==> config.mk <==
export PLATFORM = sky130hd
export DESIGN_NAME = regfile_dump_unit
export DESIGN_NICKNAME = d
export VERILOG_FILES = /design/src/rtl/pipeline_dbg_pkg.sv /design/src/rtl/reg_order_rom.sv /design/src/rtl/regfile_dump_unit.sv
export SDC_FILE = /design/constraint.sdc
export NUM_CORES = 1
export LEC_CHECK = 0
export CAP_MARGIN = 25
export CORE_UTILIZATION = 35
export CTS_CLUSTER_DIAMETER = 80
export DETAILED_ROUTE_END_ITERATION = 16
export GPL_TIMING_DRIVEN = 0
export MAX_ROUTING_LAYER = met4
export PLACE_DENSITY = 0.65
export SLEW_MARGIN = 40
export SYNTH_ARGS = -nofsm -noshare
export SYNTH_HDL_FRONTEND = slang
export SYNTH_SLANG_ARGS = --single-unit
==> constraint.sdc <==
create_clock -name clk -period 2.1 [get_ports clk]
set_input_delay 0.525 -clock clk [delete_from_list [all_inputs] [get_ports clk]]
set_output_delay 0.525 -clock clk [all_outputs]
set_load 0.005 [all_outputs]
Run 1, M2 wires:
Scale: 2 px per um.
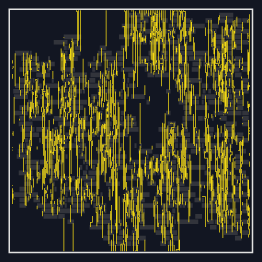
wire length on this layer: 6,850 um
longest straight run: 59.2 um
nets with wire on the layer: 705
DR vias: 4,748
met2 Use GR: 34.3%
final WL: 14.1 mm

Run 1, a small window of the routed layout:
Window x 40 to 80, y 65 to 105 um. Cells in grey, sequential cells in the stronger grey; small squares are vias.
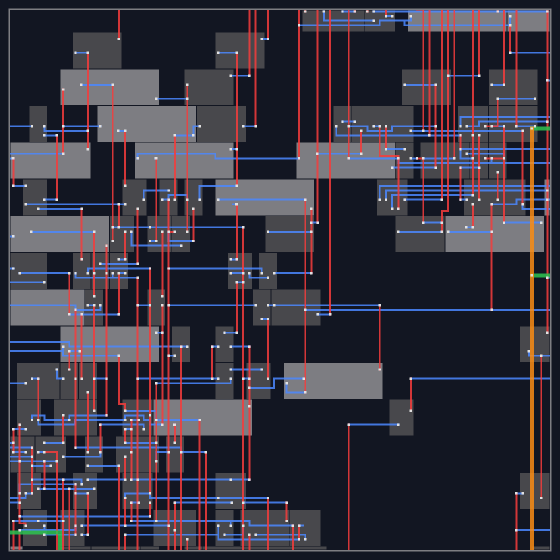
[M3] green
[M4] orange
[M2] red
[M1] blue
sequential cells in the window: 13
most frequent: nand2_1 (18), dfxtp_1 (13), clkdlybuf4s50_1 (11)
cells with their middle in the window: 79

Run 1, gate-type map:
Scale: 4 px per um.
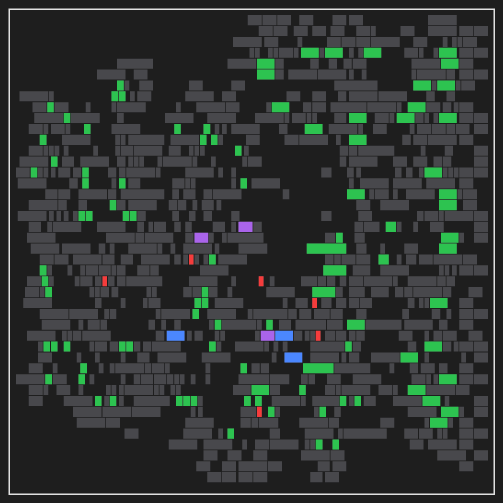
[fa/ha/maj cells] blue | cells: 3 | most used: ha_1
[mux cells] purple | cells: 3 | most used: mux2i_1
[inv cells] red | cells: 6 | most used: inv_1 | where: centre
[aoi and oai cells] green | cells: 98 | most used: a21oi_1 | where: spread over the die
multi-input combinational area share: 35.4%
most numerous logic cell after layout: clkdlybuf4s50_1
final non-filler cell total: 941

==> results_dict.tcl, run 1 <==
# collected from the flow reports
set metrics [dict create \
    ys_seq_share_pct 45.3 \
    fp-utilization_pct 35.8 \
    insertedDiodeCount 0 \
    hold_viol 0 \
    crit_type "in -> reg" \
    crit_path_max_incr_delay_ns 0.44 \
    max_slew_margin_pct 50.8 \
    status "finished, final reports clean" \
    clock_skew_ns 0.00602 \
    place_area_sq_um 6680 \
    first_global_vias 4647 \
    gr-total-overflow 0 \
    syn_area_sq_um 4940 \
    maxSlewViolCount 0 \
    syn-num-nets 663 \
    critPathRequiredTime_ns 2.39 \
    holdBufCountCts 0 \
    numCtsBuffers 9 \
    start_kind "input port" \
    drtIter0Drc 188 \
    wl_met3_um 672 \
    hold_path.class "reg -> reg" \
    logic_family "simple AND/OR/NAND/NOR gates" \
    place.gp.congestion 0.921 \
    cts_resized 32 \
    root_buffer "clkbuf_16" \
    fin_ws_ns 0.0607 \
    synth_cell_types 40 \
    worst_slew_pin_slew_ns 0.732 \
    ys_ff 112 \
    nets 833 \
    die_h_um 121 \
    portBuffers 151 \
    io_pins 152 \
    holdWs_ns 0.457 \
    die_w_um 121 \
]
[run 1: cell families after synthesis]
group / after synthesis
AND/OR/NAND/NOR: 297
flip-flops: 112
AND-OR/OR-AND: 101
buffers and inverters: 46
XOR/XNOR: 24
multiplexers: 3
adder cells (fa/ha/maj): 3
[run 1: through the flow]
step                std cells  total power [mW]  util [%]
floorplan                 586              2.46         -
global placement          917              2.75      48.3
detailed placement        917              2.76      48.3
CTS                       940              4.75      51.9
global route              941              4.90      52.1
finish                    941              4.72      52.1
[run 1: area by class of cell]
class	instances	area share [%]
Sequential cell	112	31.3
Clock buffer	9	3.13
Inverter	6	0.313
Clock inverter	7	1.63
Multi-Input combinational cell	428	35.4
Tap cell	180	3.13
Buffer	37	3.09
Timing Repair Buffer	162	22.0
[run 1: cell usage after synthesis (all sizes together), types with 2 or more instances]
cell	n	area share, %
a21o	3	0.46
a21oi	50	5.1
a22oi	2	0.51
and2	4	0.51
and3	6	0.76
and4	4	0.71
buf	16	2.7
clkbuf	24	1.8
dfxtp	112	45
ha	3	0.76
inv	6	0.46
mux2i	3	0.61
nand2	142	11
nand2b	5	0.63
nand3	17	1.7
nand4	45	5.7
nor2	43	3.3
nor2b	3	0.38
nor3	9	0.91
nor3b	3	0.46
nor4	3	0.38
o211ai	32	7.9
o21ai	12	1.3
or3	8	1.0
xnor2	12	2.1
xor2	12	2.1
[run 1: routing by layer]
layer	global-route usage, %	vias to the layer above
li1	-	2369
met1	23.3	2236
met2	34.3	128
met3	2.91	15
met4	6.48	0
met5	-	-
[run 1: where the power goes]
group	leakage (nW)	internal, mW	switching, mW
logic	1.54	0.283	0.237
registers	0.909	2.17	0.0402
clock network	0.170	1.17	0.814
total	2.62	3.63	1.09
Run 1, routing congestion map:
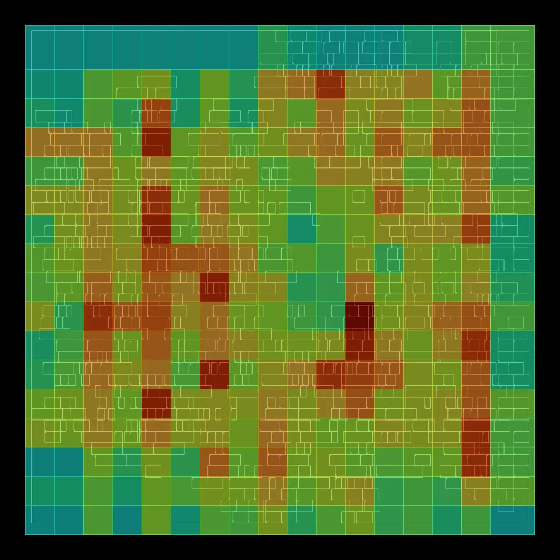

==> run 2, diff against run 1 <==
Settings changed: REMOVE_ABC_BUFFERS set to 1.
Run 2, routing congestion map:
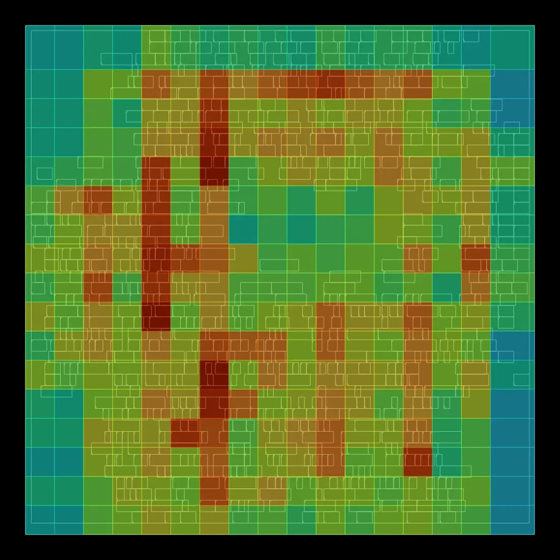
Final Util: 52.6%
met1 Use GR: 24.3%

==> results_dict.tcl, run 2 <==
# collected from the flow reports
set metrics [dict create \
    status "finished, final reports clean" \
    portBuffers 151 \
    drtIter0Drc 256 \
    place.gp.congestion 0.772 \
    vias 4763 \
    critPathRequiredTime_ns 2.33 \
    start_kind "input port" \
    logic_family "simple AND/OR/NAND/NOR gates" \
    routed_wl_mm 13.8 \
    place_area_sq_um 6610 \
    clock_skew_ns 0.0113 \
    crit_path_max_incr_delay_ns 0.56 \
    top_cell "nand2_1" \
    die_w_um 121 \
    die_h_um 121 \
    syn_area_sq_um 4940 \
    insertedDiodeCount 0 \
    fp-utilization_pct 35.8 \
    numCtsBuffers 9 \
    layout_top_cell "nand2_1" \
]
Run 2, register map, names as in the netlist:
Scale: 4 px per um. Other sequential cells in the stronger grey, the rest of the logic in the fainter grey.
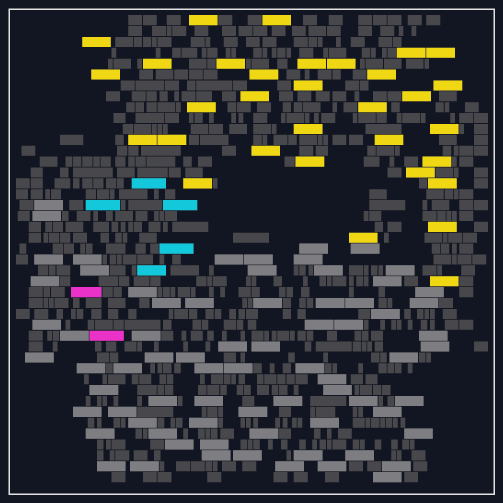
[r_ptr] cyan | flops: 5
[r_state] magenta | flops: 2
[out_data] yellow | flops: 32
not coloured: 73
register area: 2260 sq um
Seq/total area: 31.1%
sequential power: 2.21 mW

-- run 2: cell types whose count changed in the layout (fill, tap and decap cells not counted), moves of 3 or more --
| cell | before | now |
|---|---|---|
| buf_1 | 3 | 0 |
| buf_12 | 3 | 6 |
| buf_2 | 6 | 1 |
| buf_4 | 12 | 30 |
| bufinv_16 | 3 | 0 |
| clkbuf_1 | 17 | 0 |
| clkbuf_2 | 5 | 0 |
| dfxtp_4 | 2 | 5 |
| dlygate4sd2_1 | 5 | 8 |
-- run 2: cell type report --
cell class / count / area [sq um]
Inverter: 6 / 25.0
Tap cell: 180 / 225
Multi-Input combinational cell: 430 / 2570
Sequential cell: 112 / 2260
Clock inverter: 5 / 43.8
Timing Repair Buffer: 190 / 1890
Clock buffer: 11 / 253
Fill cell: 1247 / 6550
-- run 2: per-layer routing --
layer	part of all wire, %	track usage, %	up-vias	wire [um]
li1	-	-	2365	-
met1	47	24.3	2259	6530
met2	47	28.7	120	6500
met3	3.5	2.63	19	486
met4	2.0	8.18	0	277
met5	0	-	-	0
-- run 2: tightest hold or removal path, stage by stage (launching register included) --
cell     delay [ns]
dfxtp_1        0.31
nand2_1        0.05
a21oi_1        0.05
-- run 2: report_power, final --
part / internal, mW / switching, mW / total [mW]
Clock: 0.888 / 0.825 / 1.71
Combinational: 0.309 / 0.242 / 0.551
Sequential: 2.17 / 0.0418 / 2.21
Total: 3.37 / 1.11 / 4.48
-- run 2: timing repair --
item | 4_1_cts | 5_1_grt
resized | 37 | 7
setup buffers | 22 | 8
pin swaps | 13 | 8
hold endpoints to repair | 0 | 0
endpoints found under the setup margin | 42 | 31
gates cloned | 1 | 1
No activity file was given, so power comes from the tool's default toggle rates.
